$ cat config.mk
export PLATFORM = sky130hd
export DESIGN_NAME = alu_arbiter_flat
export DESIGN_NICKNAME = d
export VERILOG_FILES = /design/src/rtl/alu_arbiter_if.sv /design/src/rtl/alu_arbiter.sv /design/src/flat_wrapper.sv
export SDC_FILE = /design/constraint.sdc
export NUM_CORES = 1
export LEC_CHECK = 0
export ABC_AREA = 1
export CORE_MARGIN = 5
export CORE_UTILIZATION = 35
export DETAILED_ROUTE_END_ITERATION = 10
export PLACE_DENSITY = 0.81
export SYNTH_ARGS = -nofsm -noshare
export SYNTH_HDL_FRONTEND = slang
export SYNTH_SLANG_ARGS = --single-unit
$ cat constraint.sdc
create_clock -name clk -period 3.03 [get_ports clk]
set_input_delay 0.909 -clock clk [delete_from_list [all_inputs] [get_ports clk]]
set_output_delay 0.909 -clock clk [all_outputs]
set_load 0.02 [all_outputs]
$ cat src/rtl/alu_arbiter_if.sv
`default_nettype none
// ============================================================================
//  Module      : alu_arbiter_if
//  Description : Bundle of the two requester channels, the two response
//                channels and the shared-ALU port used by alu_arbiter.
//                The slave modport is the arbiter's view. The master modport
//                is the view of the requesters and the ALU.
//  Revision    : 1.0 - initial release
// ============================================================================
interface alu_arbiter_if #(
    parameter int DATA_WIDTH = 32
);
    // Requester side
    logic                  req0_valid_i;
    logic                  req1_valid_i;
    logic                  req0_ready_o;
    logic                  req1_ready_o;
    logic [3:0]            req0_op_i;
    logic [3:0]            req1_op_i;
    logic [DATA_WIDTH-1:0] req0_a_i;
    logic [DATA_WIDTH-1:0] req0_b_i;
    logic [DATA_WIDTH-1:0] req1_a_i;
    logic [DATA_WIDTH-1:0] req1_b_i;

    // Shared ALU side
    logic [3:0]            alu_operation_o;
    logic [DATA_WIDTH-1:0] alu_a_o;
    logic [DATA_WIDTH-1:0] alu_b_o;
    logic [DATA_WIDTH-1:0] alu_result_i;

    // Response side
    logic                  rsp0_valid_o;
    logic                  rsp1_valid_o;
    logic                  rsp0_ready_i;
    logic                  rsp1_ready_i;
    logic [DATA_WIDTH-1:0] rsp_data_o;

    modport slave (
        input  req0_valid_i, req1_valid_i,
        input  req0_op_i, req1_op_i,
        input  req0_a_i, req0_b_i, req1_a_i, req1_b_i,
        output req0_ready_o, req1_ready_o,
        output alu_operation_o, alu_a_o, alu_b_o,
        input  alu_result_i,
        output rsp0_valid_o, rsp1_valid_o,
        input  rsp0_ready_i, rsp1_ready_i,
        output rsp_data_o
    );

    modport master (
        output req0_valid_i, req1_valid_i,
        output req0_op_i, req1_op_i,
        output req0_a_i, req0_b_i, req1_a_i, req1_b_i,
        input  req0_ready_o, req1_ready_o,
        input  alu_operation_o, alu_a_o, alu_b_o,
        output alu_result_i,
        input  rsp0_valid_o, rsp1_valid_o,
        output rsp0_ready_i, rsp1_ready_i,
        input  rsp_data_o
    );
endinterface
`default_nettype wire

$ cat src/rtl/alu_arbiter.sv
`default_nettype none
// ============================================================================
//  Module      : alu_arbiter
//  Description : Shares one combinational ALU between two requesters.
//                Each accepted operation takes three phases: it is accepted
//                in IDLE, issued to the ALU in EXEC, and its result is held
//                in RESP until the owning requester consumes it.
//                Two requests that arrive together are resolved round-robin.
//                Define ALU_ARBITER_FIXED_PRIO_EN to make req0 always win a
//                tie instead.
//  Revision    : 1.0 - initial release
// ============================================================================
module alu_arbiter #(
    parameter int DATA_WIDTH = 32
) (
    input  wire           clk,
    input  wire           reset,     // asynchronous, active-low
    alu_arbiter_if.slave  bus
);

    typedef enum logic [1:0] {
        IDLE = 2'd0,
        EXEC = 2'd1,
        RESP = 2'd2
    } state_t;

    state_t                r_state;
    state_t                w_next_state;

    logic                  r_gnt;        // owner of the in-flight operation
    logic [3:0]            r_op;
    logic [DATA_WIDTH-1:0] r_a;
    logic [DATA_WIDTH-1:0] r_b;
    logic [DATA_WIDTH-1:0] r_result;

    logic                  w_any_valid;
    logic                  w_gnt_id;
    logic                  w_accept;
    logic                  w_req0_ready;
    logic                  w_req1_ready;
    logic                  w_rsp0_valid;
    logic                  w_rsp1_valid;

    assign w_any_valid = bus.req0_valid_i | bus.req1_valid_i;

`ifdef ALU_ARBITER_FIXED_PRIO_EN
    // Fixed priority: req0 wins whenever it is valid.
    always_comb begin
        w_gnt_id = ~bus.req0_valid_i;
    end
`else
    // Round-robin pointer. It resets to 1 so that req0 wins the first tie.
    logic r_last_grant;

    // Choose the winner: on a tie, grant the requester that was not granted last.
    always_comb begin
        if (bus.req0_valid_i && bus.req1_valid_i) begin
            w_gnt_id = ~r_last_grant;
        end else begin
            w_gnt_id = ~bus.req0_valid_i;
        end
    end

    // Update the pointer on every acceptance.
    always_ff @(posedge clk or negedge reset) begin
        if (!reset) begin
            r_last_grant <= 1'b1;
        end else if (w_accept) begin
            r_last_grant <= w_gnt_id;
        end
    end
`endif

    // State register.
    always_ff @(posedge clk or negedge reset) begin
        if (!reset) begin
            r_state <= IDLE;
        end else begin
            r_state <= w_next_state;
        end
    end

    // Next-state logic and handshake outputs.
    always_comb begin
        w_next_state = r_state;
        w_accept     = 1'b0;
        w_req0_ready = 1'b0;
        w_req1_ready = 1'b0;
        w_rsp0_valid = 1'b0;
        w_rsp1_valid = 1'b0;
        case (r_state)
            IDLE: begin
                if (w_any_valid) begin
                    w_accept     = 1'b1;
                    w_req0_ready = ~w_gnt_id;
                    w_req1_ready = w_gnt_id;
                    w_next_state = EXEC;
                end
            end
            EXEC: begin
                w_next_state = RESP;
            end
            RESP: begin
                w_rsp0_valid = ~r_gnt;
                w_rsp1_valid = r_gnt;
                // Only the owner's ready can retire the response.
                if (r_gnt ? bus.rsp1_ready_i : bus.rsp0_ready_i) begin
                    w_next_state = IDLE;
                end
            end
            default: begin
                w_next_state = IDLE;
            end
        endcase
    end

    // Capture the granted operation on acceptance and latch the ALU result during EXEC.
    always_ff @(posedge clk or negedge reset) begin
        if (!reset) begin
            r_gnt    <= 1'b0;
            r_op     <= 4'd0;
            r_a      <= '0;
            r_b      <= '0;
            r_result <= '0;
        end else begin
            if (w_accept) begin
                r_gnt <= w_gnt_id;
                r_op  <= w_gnt_id ? bus.req1_op_i : bus.req0_op_i;
                r_a   <= w_gnt_id ? bus.req1_a_i  : bus.req0_a_i;
                r_b   <= w_gnt_id ? bus.req1_b_i  : bus.req0_b_i;
            end
            if (r_state == EXEC) begin
                r_result <= bus.alu_result_i;
            end
        end
    end

    // The ALU operands come straight from the capture registers.
    // This means they hold their last values outside EXEC.
    assign bus.alu_operation_o = r_op;
    assign bus.alu_a_o         = r_a;
    assign bus.alu_b_o         = r_b;

    assign bus.req0_ready_o    = w_req0_ready;
    assign bus.req1_ready_o    = w_req1_ready;
    assign bus.rsp0_valid_o    = w_rsp0_valid;
    assign bus.rsp1_valid_o    = w_rsp1_valid;
    assign bus.rsp_data_o      = r_result;

endmodule
`default_nettype wire

$ cat src/flat_wrapper.sv
// flat-port wrapper written by rule: the top's interface ports become plain ports
module alu_arbiter_flat 
#(
    parameter int DATA_WIDTH = 32
)
  (clk, reset, bus_req0_valid_i, bus_req1_valid_i, bus_req0_op_i, bus_req1_op_i, bus_req0_a_i, bus_req0_b_i, bus_req1_a_i, bus_req1_b_i, bus_req0_ready_o, bus_req1_ready_o, bus_alu_operation_o, bus_alu_a_o, bus_alu_b_o, bus_alu_result_i, bus_rsp0_valid_o, bus_rsp1_valid_o, bus_rsp0_ready_i, bus_rsp1_ready_i, bus_rsp_data_o);
  alu_arbiter_if #(.DATA_WIDTH(DATA_WIDTH)) bus_i ();
  input  wire clk;
  input  wire reset;
  input wire logic [$bits(bus_i.req0_valid_i)-1:0] bus_req0_valid_i;
  input wire logic [$bits(bus_i.req1_valid_i)-1:0] bus_req1_valid_i;
  input wire logic [$bits(bus_i.req0_op_i)-1:0] bus_req0_op_i;
  input wire logic [$bits(bus_i.req1_op_i)-1:0] bus_req1_op_i;
  input wire logic [$bits(bus_i.req0_a_i)-1:0] bus_req0_a_i;
  input wire logic [$bits(bus_i.req0_b_i)-1:0] bus_req0_b_i;
  input wire logic [$bits(bus_i.req1_a_i)-1:0] bus_req1_a_i;
  input wire logic [$bits(bus_i.req1_b_i)-1:0] bus_req1_b_i;
  output wire logic [$bits(bus_i.req0_ready_o)-1:0] bus_req0_ready_o;
  output wire logic [$bits(bus_i.req1_ready_o)-1:0] bus_req1_ready_o;
  output wire logic [$bits(bus_i.alu_operation_o)-1:0] bus_alu_operation_o;
  output wire logic [$bits(bus_i.alu_a_o)-1:0] bus_alu_a_o;
  output wire logic [$bits(bus_i.alu_b_o)-1:0] bus_alu_b_o;
  input wire logic [$bits(bus_i.alu_result_i)-1:0] bus_alu_result_i;
  output wire logic [$bits(bus_i.rsp0_valid_o)-1:0] bus_rsp0_valid_o;
  output wire logic [$bits(bus_i.rsp1_valid_o)-1:0] bus_rsp1_valid_o;
  input wire logic [$bits(bus_i.rsp0_ready_i)-1:0] bus_rsp0_ready_i;
  input wire logic [$bits(bus_i.rsp1_ready_i)-1:0] bus_rsp1_ready_i;
  output wire logic [$bits(bus_i.rsp_data_o)-1:0] bus_rsp_data_o;
  assign bus_i.req0_valid_i = bus_req0_valid_i;
  assign bus_i.req1_valid_i = bus_req1_valid_i;
  assign bus_i.req0_op_i = bus_req0_op_i;
  assign bus_i.req1_op_i = bus_req1_op_i;
  assign bus_i.req0_a_i = bus_req0_a_i;
  assign bus_i.req0_b_i = bus_req0_b_i;
  assign bus_i.req1_a_i = bus_req1_a_i;
  assign bus_i.req1_b_i = bus_req1_b_i;
  assign bus_req0_ready_o = bus_i.req0_ready_o;
  assign bus_req1_ready_o = bus_i.req1_ready_o;
  assign bus_alu_operation_o = bus_i.alu_operation_o;
  assign bus_alu_a_o = bus_i.alu_a_o;
  assign bus_alu_b_o = bus_i.alu_b_o;
  assign bus_i.alu_result_i = bus_alu_result_i;
  assign bus_rsp0_valid_o = bus_i.rsp0_valid_o;
  assign bus_rsp1_valid_o = bus_i.rsp1_valid_o;
  assign bus_i.rsp0_ready_i = bus_rsp0_ready_i;
  assign bus_i.rsp1_ready_i = bus_rsp1_ready_i;
  assign bus_rsp_data_o = bus_i.rsp_data_o;
  alu_arbiter #(.DATA_WIDTH(DATA_WIDTH)) u_core (.clk(clk), .reset(reset), .bus(bus_i));
endmodule
m3.png
(4 px per micron) Cells faint in the background.
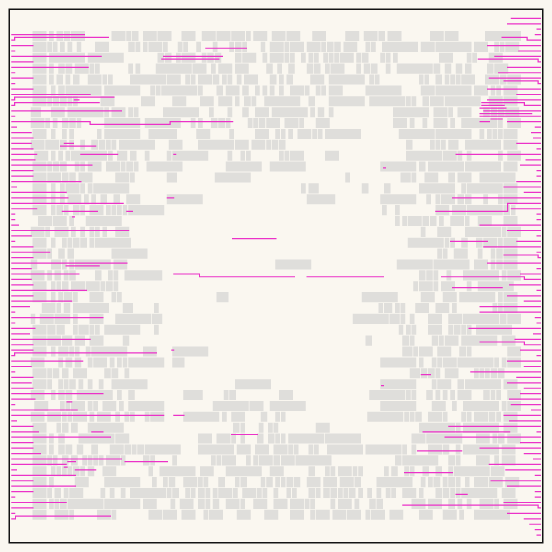
longest straight run: 37.9 microns
share of all routed wire: 12%
nets with wire on the layer: 207
wire length on this layer: 2,040 microns
main direction: horizontal

util_map.png
(3 px per micron) 13 x 13 tiles, from white (low) to dark blue (high), 0 to 100% covered.
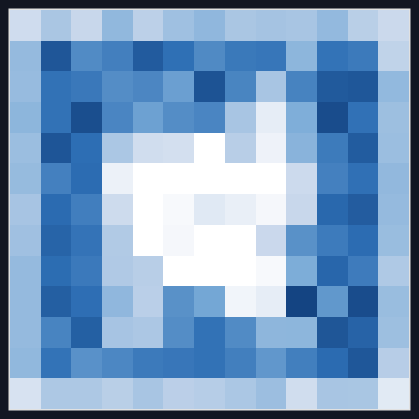
tiles over 75% full: 15%
nearly empty tiles: 7.7%
fullest tile: 92%
emptiest ninth of the die: middle

==> impl_metrics.ini <==
; physical design summary
[yosys]
flop_cell = dfrtp_1
ys_sh_simple_pct = 36.2
common_cells = nand2_1, nand3_1, inv_1, dfrtp_1, buf_2
adder_share_pct = 0
synth_cell_types = 15
postSynthCellCount = 746
top_cell = nand2_1
edf_count = 0
syn-mean-instance-area_sq_um = 7.10
syn_area_sq_um = 5290
ys_cells = 746
muxShareOfSynthArea_pct = 0
yosysTopAreaCellShare_pct = 48.7
synth-area-yosys_sq_um = 5290
fp_nets = 920
numSynthFlops = 104
compound_area_share_pct = 0.189
yosysTopAreaCell = dfrtp_1
xor_share_pct = 0
ys_warn_count = 0
top_logic_kind = simple AND/OR/NAND/NOR gates

[cells_and_area]
buffers = 291
drive_above_1_share_pct = 3.78
postLayoutCellArea_sq_um = 8470
comb_area_share_pct = 22.8
clkCellAreaFrac_pct = 3.19
logic_gates = 453
final_cells = 1193
area_delta_synth_final_pct = 60.0
seq_cells = 104
mostFrequentLayoutCells = nand2_1, clkdlybuf4s50_1, nand3_1, inv_1, dfrtp_1
nNonClkInverters = 143
fin_util_pct = 56.4
nFillCells = 1422
fin_nets = 1176
largest_cell_class = buffers
nClkBuffers = 10
diodes = 0
seq_share_pct = 30.7

[placed_design]
gp_congestion = 0.810
place_hpwl_microns = 12800
place_worst_setup_slack_ns = -0.247
placed_cell_area_sq_um = 8200
dp.cells = 1179
port-buffer-count = 277

[global_routing]
use_met2_pct = 30.7
top_usage_layer = met2
grt_max_degree = 73
overflow = 0
grt_use_total_pct = 19.2
met3_usage_pct = 7.15
use_met1_pct = 24.4
first_global_vias = 5369
antenna_found_initial = 0
grt_pass1_wl_microns = 27500

[worst_setup_path]
cpMostUsedCell = nand2_2
cp_max_fo = 4
crit_family = buffers and inverters
r2r_start = u_core.r_state[1]
r2r_slack_ns = 1.02
r2r_end = u_core.bus.alu_b_o[27]
start_kind = input port
slowest_delay_ns = 0.45
cp-end-kind = output port
crit_chain = clkdlybuf4s50_1, nand2_2, nand2_2, nor2_1, dlygate4sd2_1
crit_start = bus_req1_valid_i
crit_path_end = bus_req0_ready_o
path_buffers = 2
crit_arrival_ns = 2.06
cp_slowest_cell = clkdlybuf4s50_1
path_class = in -> out
reg2regPathDepth = 8
cp.required_ns = 2.12
crit_cells = 5

[power]
p_clk_mw = 1.08
p_sw_share_pct = 42.7
comb-power_mw = 4.45
p_sw_mw = 3.41
power.density_nw_per_um2 = 944
seqPwrFrac_pct = 30.9
p_leak_nw = 4.47
vdd_drop_max_uv = 1000
pwr-share-comb_pct = 55.6
largestPowerGroup = combinational cells
power_mw = 8.00
seq_power_mw = 2.47
p_int_mw = 4.58

[sta]
period_used_pct = 98.1
finalMaxSlewViolations = 0
tightest_slew_ns = 0.815
fin_ws_ns = 0.0585
final.setup.tns_ns = 0
setup_violations = 0
fmax_mhz = 337
slew_headroom_pct = 45.7
fin_skew_ns = 0.00822
rsz0062_at_grt = no
period_needed_ns = 2.97
fin_hold_ws_ns = 0.394

[floorplanning]
initCoreUtil_pct = 35.2
fp.dieH_microns = 133
rows = 45
ios = 278
fp.dieW_microns = 133
dieArea_sq_um = 17700
taps = 188
core_sq_um = 15000

[cts]
clk_latency_ns = 0.34
cts_resized = 2
htreeDepth = 3
cts_tree = yes
post_cts_buffers = 0
clock_path_buffers = 2
postCtsHoldBufs = 0
cts_root_buf = clkbuf_16
cts.reportedPaths.clkPinSlew_ns = 0.07

[route]
first_pass_iters = 5
ant_nets = 0
route.met3.wl_microns = 2040
vias_per_cell = 4.58
drt-initial-drc-count = 232
post_drt_wl_per_cell_microns = 14.3
vias = 5463
drc = 0
wl_met1_microns = 7010
top_layer = met4

[run]
cap_violations = 0
warnings = 26

[worst_hold_path]
hold_class = in -> async

[run_status]
status = completed
No activity file was given, so power comes from the tool's default toggle rates.
